Figure 1. Routed metal, one colour a layer.
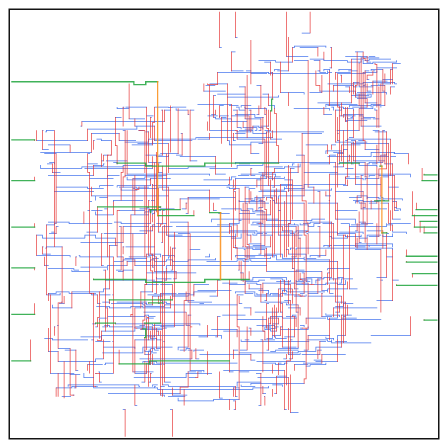
Figure 2. Cell placement.
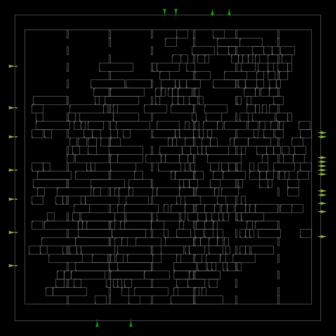
Figure 3. Signal wires on met3.
Scale bar: 20 um.
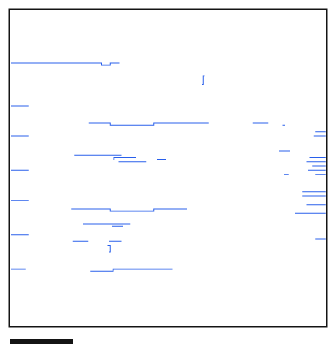
**src/rtl/hartslag_bewaking_if.sv**
```systemverilog
// Sample/average bus between the heart-rate counter stage and the monitor.
// The master publishes window counts; the slave (the monitor) reports average and alarm state.
interface hartslag_bewaking_if;
    logic [7:0] slagen_in;
    logic       slagen_valid;
    logic [7:0] gemiddelde;
    logic       gem_valid;
    logic       gem_strobe;
    logic [1:0] status;
    logic       alarm_laag;
    logic       alarm_hoog;

    modport master (
        output slagen_in, slagen_valid,
        input  gemiddelde, gem_valid, gem_strobe, status, alarm_laag, alarm_hoog
    );

    modport slave (
        input  slagen_in, slagen_valid,
        output gemiddelde, gem_valid, gem_strobe, status, alarm_laag, alarm_hoog
    );
endinterface

```
**src/rtl/hartslag_bewaking.sv**
```systemverilog
// Sliding average of beats-per-window over 2^DEPTH_LOG2 windows.
// A hysteretic low/high alarm FSM is driven by each published average.
module hartslag_bewaking #(
    parameter int unsigned DEPTH_LOG2 = 2,
    parameter int unsigned LOW_TH     = 10,
    parameter int unsigned HIGH_TH    = 40,
    parameter int unsigned HYST       = 2,
    parameter int unsigned CONFIRM    = 2
) (
    input  logic                 clk,
    input  logic                 reset,
    hartslag_bewaking_if.slave   bus
);
    localparam int unsigned DEPTH = 1 << DEPTH_LOG2;
    localparam int unsigned SW    = 8 + DEPTH_LOG2;

    localparam logic [1:0] ST_INIT    = 2'd0;
    localparam logic [1:0] ST_NORMAAL = 2'd1;
    localparam logic [1:0] ST_LAAG    = 2'd2;
    localparam logic [1:0] ST_HOOG    = 2'd3;

    localparam logic [7:0] LOW_B       = 8'(LOW_TH);
    localparam logic [7:0] HIGH_B      = 8'(HIGH_TH);
    localparam logic [7:0] LOW_LEAVE   = 8'(LOW_TH + HYST);
    localparam logic [7:0] HIGH_LEAVE  = 8'(HIGH_TH - HYST);
    localparam logic [3:0] CONFIRM_B   = 4'(CONFIRM);

    localparam logic [DEPTH_LOG2:0] FILL_LAST = (DEPTH_LOG2 + 1)'(DEPTH - 1);
    localparam logic [DEPTH_LOG2:0] FILL_MAX  = (DEPTH_LOG2 + 1)'(DEPTH);

    logic [7:0]            hist_q [DEPTH];
    logic [DEPTH_LOG2-1:0] wptr_q;
    logic [SW-1:0]         sum_q;
    logic [SW-1:0]         sum_d;
    logic [DEPTH_LOG2:0]   fill_q;
    logic [7:0]            gem_q;
    logic                  gem_valid_q;
    logic                  gem_strobe_q;

    logic [1:0]            state_q, state_d;
    logic [3:0]            cnt_q, cnt_d;
    logic                  dir_hoog_q, dir_hoog_d;
    logic [3:0]            cnt_run;

    // Oldest entry sits at the write pointer, so it is subtracted before being overwritten.
    always_comb begin
        sum_d = sum_q + SW'(bus.slagen_in) - SW'(hist_q[wptr_q]);
    end

    always_ff @(posedge clk) begin
        if (reset) begin
            for (int unsigned i = 0; i < DEPTH; i++) begin
                hist_q[i] <= '0;
            end
            wptr_q       <= '0;
            sum_q        <= '0;
            fill_q       <= '0;
            gem_q        <= '0;
            gem_valid_q  <= 1'b0;
            gem_strobe_q <= 1'b0;
        end else begin
            gem_strobe_q <= 1'b0;
            if (bus.slagen_valid) begin
                hist_q[wptr_q] <= bus.slagen_in;
                wptr_q         <= wptr_q + 1'b1;
                sum_q          <= sum_d;
                gem_q          <= sum_d[SW-1:DEPTH_LOG2];
                if (fill_q != FILL_MAX) begin
                    fill_q <= fill_q + 1'b1;
                end
                if (fill_q >= FILL_LAST) begin
                    gem_valid_q  <= 1'b1;
                    gem_strobe_q <= 1'b1;
                end
            end
        end
    end

    // cnt_q counts consecutive out-of-range averages in direction dir_hoog_q; 0 means no run.
    always_comb begin
        state_d    = state_q;
        cnt_d      = cnt_q;
        dir_hoog_d = dir_hoog_q;
        cnt_run    = '0;
        if (gem_strobe_q) begin
            case (state_q)
                ST_INIT: begin
                    state_d = ST_NORMAAL;
                    cnt_d   = '0;
                end
                ST_NORMAAL: begin
                    if (gem_q < LOW_B) begin
                        cnt_run    = (!dir_hoog_q && cnt_q != '0) ? cnt_q + 4'd1 : 4'd1;
                        dir_hoog_d = 1'b0;
                        if (cnt_run >= CONFIRM_B) begin
                            state_d = ST_LAAG;
                            cnt_d   = '0;
                        end else begin
                            cnt_d = cnt_run;
                        end
                    end else if (gem_q > HIGH_B) begin
                        cnt_run    = (dir_hoog_q && cnt_q != '0) ? cnt_q + 4'd1 : 4'd1;
                        dir_hoog_d = 1'b1;
                        if (cnt_run >= CONFIRM_B) begin
                            state_d = ST_HOOG;
                            cnt_d   = '0;
                        end else begin
                            cnt_d = cnt_run;
                        end
                    end else begin
                        cnt_d = '0;
                    end
                end
                ST_LAAG: begin
                    if (gem_q >= LOW_LEAVE) begin
                        state_d = ST_NORMAAL;
                    end
                end
                default: begin
                    if (gem_q <= HIGH_LEAVE) begin
                        state_d = ST_NORMAAL;
                    end
                end
            endcase
        end
    end

    always_ff @(posedge clk) begin
        if (reset) begin
            state_q    <= ST_INIT;
            cnt_q      <= '0;
            dir_hoog_q <= 1'b0;
        end else begin
            state_q    <= state_d;
            cnt_q      <= cnt_d;
            dir_hoog_q <= dir_hoog_d;
        end
    end

    assign bus.gemiddelde = gem_q;
    assign bus.gem_valid  = gem_valid_q;
    assign bus.gem_strobe = gem_strobe_q;
    assign bus.status     = state_q;
    assign bus.alarm_laag = (state_q == ST_LAAG);
    assign bus.alarm_hoog = (state_q == ST_HOOG);
endmodule

```
**src/flat_wrapper.sv**
```systemverilog
// flat-port wrapper written by rule: the top's interface ports become plain ports
module hartslag_bewaking_flat 
#(
    parameter int unsigned DEPTH_LOG2 = 2,
    parameter int unsigned LOW_TH     = 10,
    parameter int unsigned HIGH_TH    = 40,
    parameter int unsigned HYST       = 2,
    parameter int unsigned CONFIRM    = 2
)
  (clk, reset, bus_slagen_in, bus_slagen_valid, bus_gemiddelde, bus_gem_valid, bus_gem_strobe, bus_status, bus_alarm_laag, bus_alarm_hoog);
  hartslag_bewaking_if bus_i ();
  input  logic clk;
  input  logic reset;
  input wire logic [$bits(bus_i.slagen_in)-1:0] bus_slagen_in;
  input wire logic [$bits(bus_i.slagen_valid)-1:0] bus_slagen_valid;
  output wire logic [$bits(bus_i.gemiddelde)-1:0] bus_gemiddelde;
  output wire logic [$bits(bus_i.gem_valid)-1:0] bus_gem_valid;
  output wire logic [$bits(bus_i.gem_strobe)-1:0] bus_gem_strobe;
  output wire logic [$bits(bus_i.status)-1:0] bus_status;
  output wire logic [$bits(bus_i.alarm_laag)-1:0] bus_alarm_laag;
  output wire logic [$bits(bus_i.alarm_hoog)-1:0] bus_alarm_hoog;
  assign bus_i.slagen_in = bus_slagen_in;
  assign bus_i.slagen_valid = bus_slagen_valid;
  assign bus_gemiddelde = bus_i.gemiddelde;
  assign bus_gem_valid = bus_i.gem_valid;
  assign bus_gem_strobe = bus_i.gem_strobe;
  assign bus_status = bus_i.status;
  assign bus_alarm_laag = bus_i.alarm_laag;
  assign bus_alarm_hoog = bus_i.alarm_hoog;
  hartslag_bewaking #(.DEPTH_LOG2(DEPTH_LOG2), .LOW_TH(LOW_TH), .HIGH_TH(HIGH_TH), .HYST(HYST), .CONFIRM(CONFIRM)) u_core (.clk(clk), .reset(reset), .bus(bus_i));
endmodule
```
**config.mk**
```make
export PLATFORM = sky130hd
export DESIGN_NAME = hartslag_bewaking_flat
export DESIGN_NICKNAME = d
export VERILOG_FILES = /design/src/rtl/hartslag_bewaking_if.sv /design/src/rtl/hartslag_bewaking.sv /design/src/flat_wrapper.sv
export SDC_FILE = /design/constraint.sdc
export NUM_CORES = 1
export LEC_CHECK = 0
export CAP_MARGIN = 5
export CORE_MARGIN = 3
export CORE_UTILIZATION = 38
export DETAILED_ROUTE_END_ITERATION = 10
export PLACE_DENSITY = 0.58
export SLEW_MARGIN = 15
export SYNTH_ARGS = -nofsm -noshare
export SYNTH_HDL_FRONTEND = slang
export SYNTH_SLANG_ARGS = --single-unit
```
**constraint.sdc**
```tcl
create_clock -name clk -period 2.95 [get_ports clk]
set_input_delay 0.295 -clock clk [delete_from_list [all_inputs] [get_ports clk]]
set_output_delay 0.295 -clock clk [all_outputs]
set_load 0.01 [all_outputs]
```
==> CHANGELOG.md <==
### Metrics

- Proportion of power drawn by the clock network: 25.1%
- Total negative setup slack: 0 ps
- Critical Path AT: 3130 ps
- Worst hold slack: 476 ps
- Count of flip-flops with a built-in enable after synthesis: 32
- Met2 Resource Use GR: 22.9%
- Comb power: 1.30 mW
- First-pass GRT wire length: 11.6 mm
- Final GP Congestion: 0.816
- Share of synthesized cell area in full adder, half adder and majority cells: 10.7%
- Via Count: 2390
- PnR worst setup slack: 65.8 ps
- Worst Setup Start Kind: flop
- Worst Path Required: 3200 ps
- Yosys cell types: 56
- Met3 Wirelength: 305 um
- Footprint of the multi-input gates: 1670 um^2
- Clock group: 0.788 mW
- Warning total across the stage logs: 29
- DRC Markers: 0
- Total congestion overflow: 0
- Area of the synthesized netlist per yosys stat: 3360 um^2
- Count of cell instances traversed by the critical path: 12
- Pre-placement core utilization: 39.9%
- Met1 Use GR: 20.2%
- MaxCap Viol Count: 0
- Layer carrying the most global-route usage: met2
- Multi-input gate share of total cell area: 41.3%
- Deepest clock path buffer count: 2
- Pre-CTS setup slack: -94.4 ps
- Logic gate share of total power: 41.4%
- Most used standard cell by instance count after synthesis: sky130_fd_sc_hd__inv_1
- Non-filler cells, final: 471
- Largest register by flop count: u_core.hist_q
- # Post-CTS Setup Buffers: 0
- Antenna fix cells: 0
- TritonCTS clock tree: yes
- Largest regs: u_core.hist_q: 32 flops, u_core.sum_q: 10 flops, u_core.cnt_q: 4 flops
- Area used by sequential logic in the layout: 1490 um^2
- Vias per Instance: 5.07
- Hold/Removal Path Class: reg -> reg
- End point of the critical path: u_core.sum_q[8]$_SDFFE_PP0P_
- Post-detail-place hpwl: 5.01 mm
- Power density over cell area: 777 nW/um^2
- Setup clock skew after layout: 9.97 ps
- H-tree depth: 3
- Cell area after synthesis: 3360 um^2
- Area share of xor/xnor cells in the synthesized design: 0.781%
- Metal2 WL: 3.02 mm
- Prevailing post-synth register cell: sky130_fd_sc_hd__edfxtp_1
- Global-route usage over all layers: 15.0%
- I/O pin count: 25
- Vias in the first global route: 2357
- Number of design-rule violations left by the first detailed-router iteration: 64
- Leading power group: combinational cells
- Synth Instances: 328
- Gate family responsible for the most delay along the worst path: AND-OR/OR-AND gates
- Non-clock inverters: 45
- Achievable frequency: 0.347 GHz
- Sort of element at the end of the critical path: flop
- Clock latency at the later pin of the worst-skew pair: 340 ps
- First drt pass iteration count: 4
- Part of the power in registers: 33.5%
- Delay of the slowest critical-path stage: 530 ps
- Post-synthesis async set-or-reset flop share: 0%
- Seq/total area: 36.7%
- Layout-stage area growth over the synthesis result: 20.2%
- Maximum number of pins on one net before global-route repair: 30
- Top layer used by detailed routing: met4
- CTS clock-pin slew for the worst setup and hold paths: 70 ps
- Mux cell area share after synthesis: 5.65%
- Multi-Input Combinational: 206
- Total power after layout: 3.14 mW
- Critical path class: reg -> reg
- Leading cell kind: multi-input combinational cells
- Standard cell area after detailed placement: 3760 um^2
- Seq group: 1.05 mW
- Wire length on met1: 3.37 mm
- Worst-path cell with the longest stage delay: sky130_fd_sc_hd__mux4_2
- Final-layout non-clock buffer area share: 9.38%
- Status: completed
- Post-synthesis area per instance: 10.3 um^2
- Area fraction of the dominant cell type after synthesis: 28.6%
- Cell accounting for the most synthesized area: sky130_fd_sc_hd__edfxtp_1
- Final design instance area without fill: 4040 um^2
- Actual transition at the worst max-transition pin: 484 ps
- Final hold violations: 0
- Complex-gate fraction of the synthesized area: 12.4%
- Critical-path maximum fanout: 5
- Buffers and inverters on the worst path: 3
- Met3 Track Usage GR: 4.79%
- Net switching power figure: 1.07 mW
- Max-slew violations: 0
- Slew headroom: 67.7%
- Count of buffers not belonging to the clock network in the layout: 42
- Synth cell count leaders: sky130_fd_sc_hd__inv_1 (44), sky130_fd_sc_hd__nor2_1 (34), sky130_fd_sc_hd__edfxtp_1 (32), sky130_fd_sc_hd__dfxtp_1 (26), sky130_fd_sc_hd__and2_1 (21)
- Most common logic cell in the routed design: sky130_fd_sc_hd__inv_1
- Clock root buffer: sky130_fd_sc_hd__clkbuf_8
- Clk sink count: 58
- Static Leak: 1.59 nW
- TritonCTS buffer count: 9
- Syn_nets: 363
- CLK BUF: 9
- Share of total power consumed by net switching: 34.2%
- Fraction of the mapped netlist area in simple logic gates: 18.3%
- Buffers on Ports: 24
- Antenna violations before repair: 0
- Cell type with the highest occurrence count on the critical path: sky130_fd_sc_hd__o21a_1
- Total die area: 10000 um^2
- Hold Crit Start: u_core.bus.gem_valid$_SDFFE_PP0P_
- Hold EP: u_core.bus.gem_valid$_SDFFE_PP0P_
- Period utilisation layout: 97.8%
- Commonest non-fill, non-tap cells in the layout: sky130_fd_sc_hd__inv_1 (42), sky130_fd_sc_hd__nor2_1 (34), sky130_fd_sc_hd__edfxtp_1 (32), sky130_fd_sc_hd__dfxtp_1 (25), sky130_fd_sc_hd__clkdlybuf4s50_1 (24)
- Hold path cells: 2
- FP Rows: 33
- DP Cell Count: 456
## Picture notes: Figure 1
[green] met3 | wire length: 306 um
[blue] met1 | wire length: 3370 um
[orange] met4 | wire length: 62.6 um
[red] met2 | wire length: 3020 um

## Picture notes: Figure 2
well-tap cell count: 105
core region area: 8420 um^2
flop count: 58
share of the core filled with cells in the final layout: 48.0%
count of filler cells inserted in the layout: 795

## Picture notes: Figure 3
share of all routed wire: 4.5%
longest straight run: 28.5 um

Power is estimated from default activity; no workload was simulated.
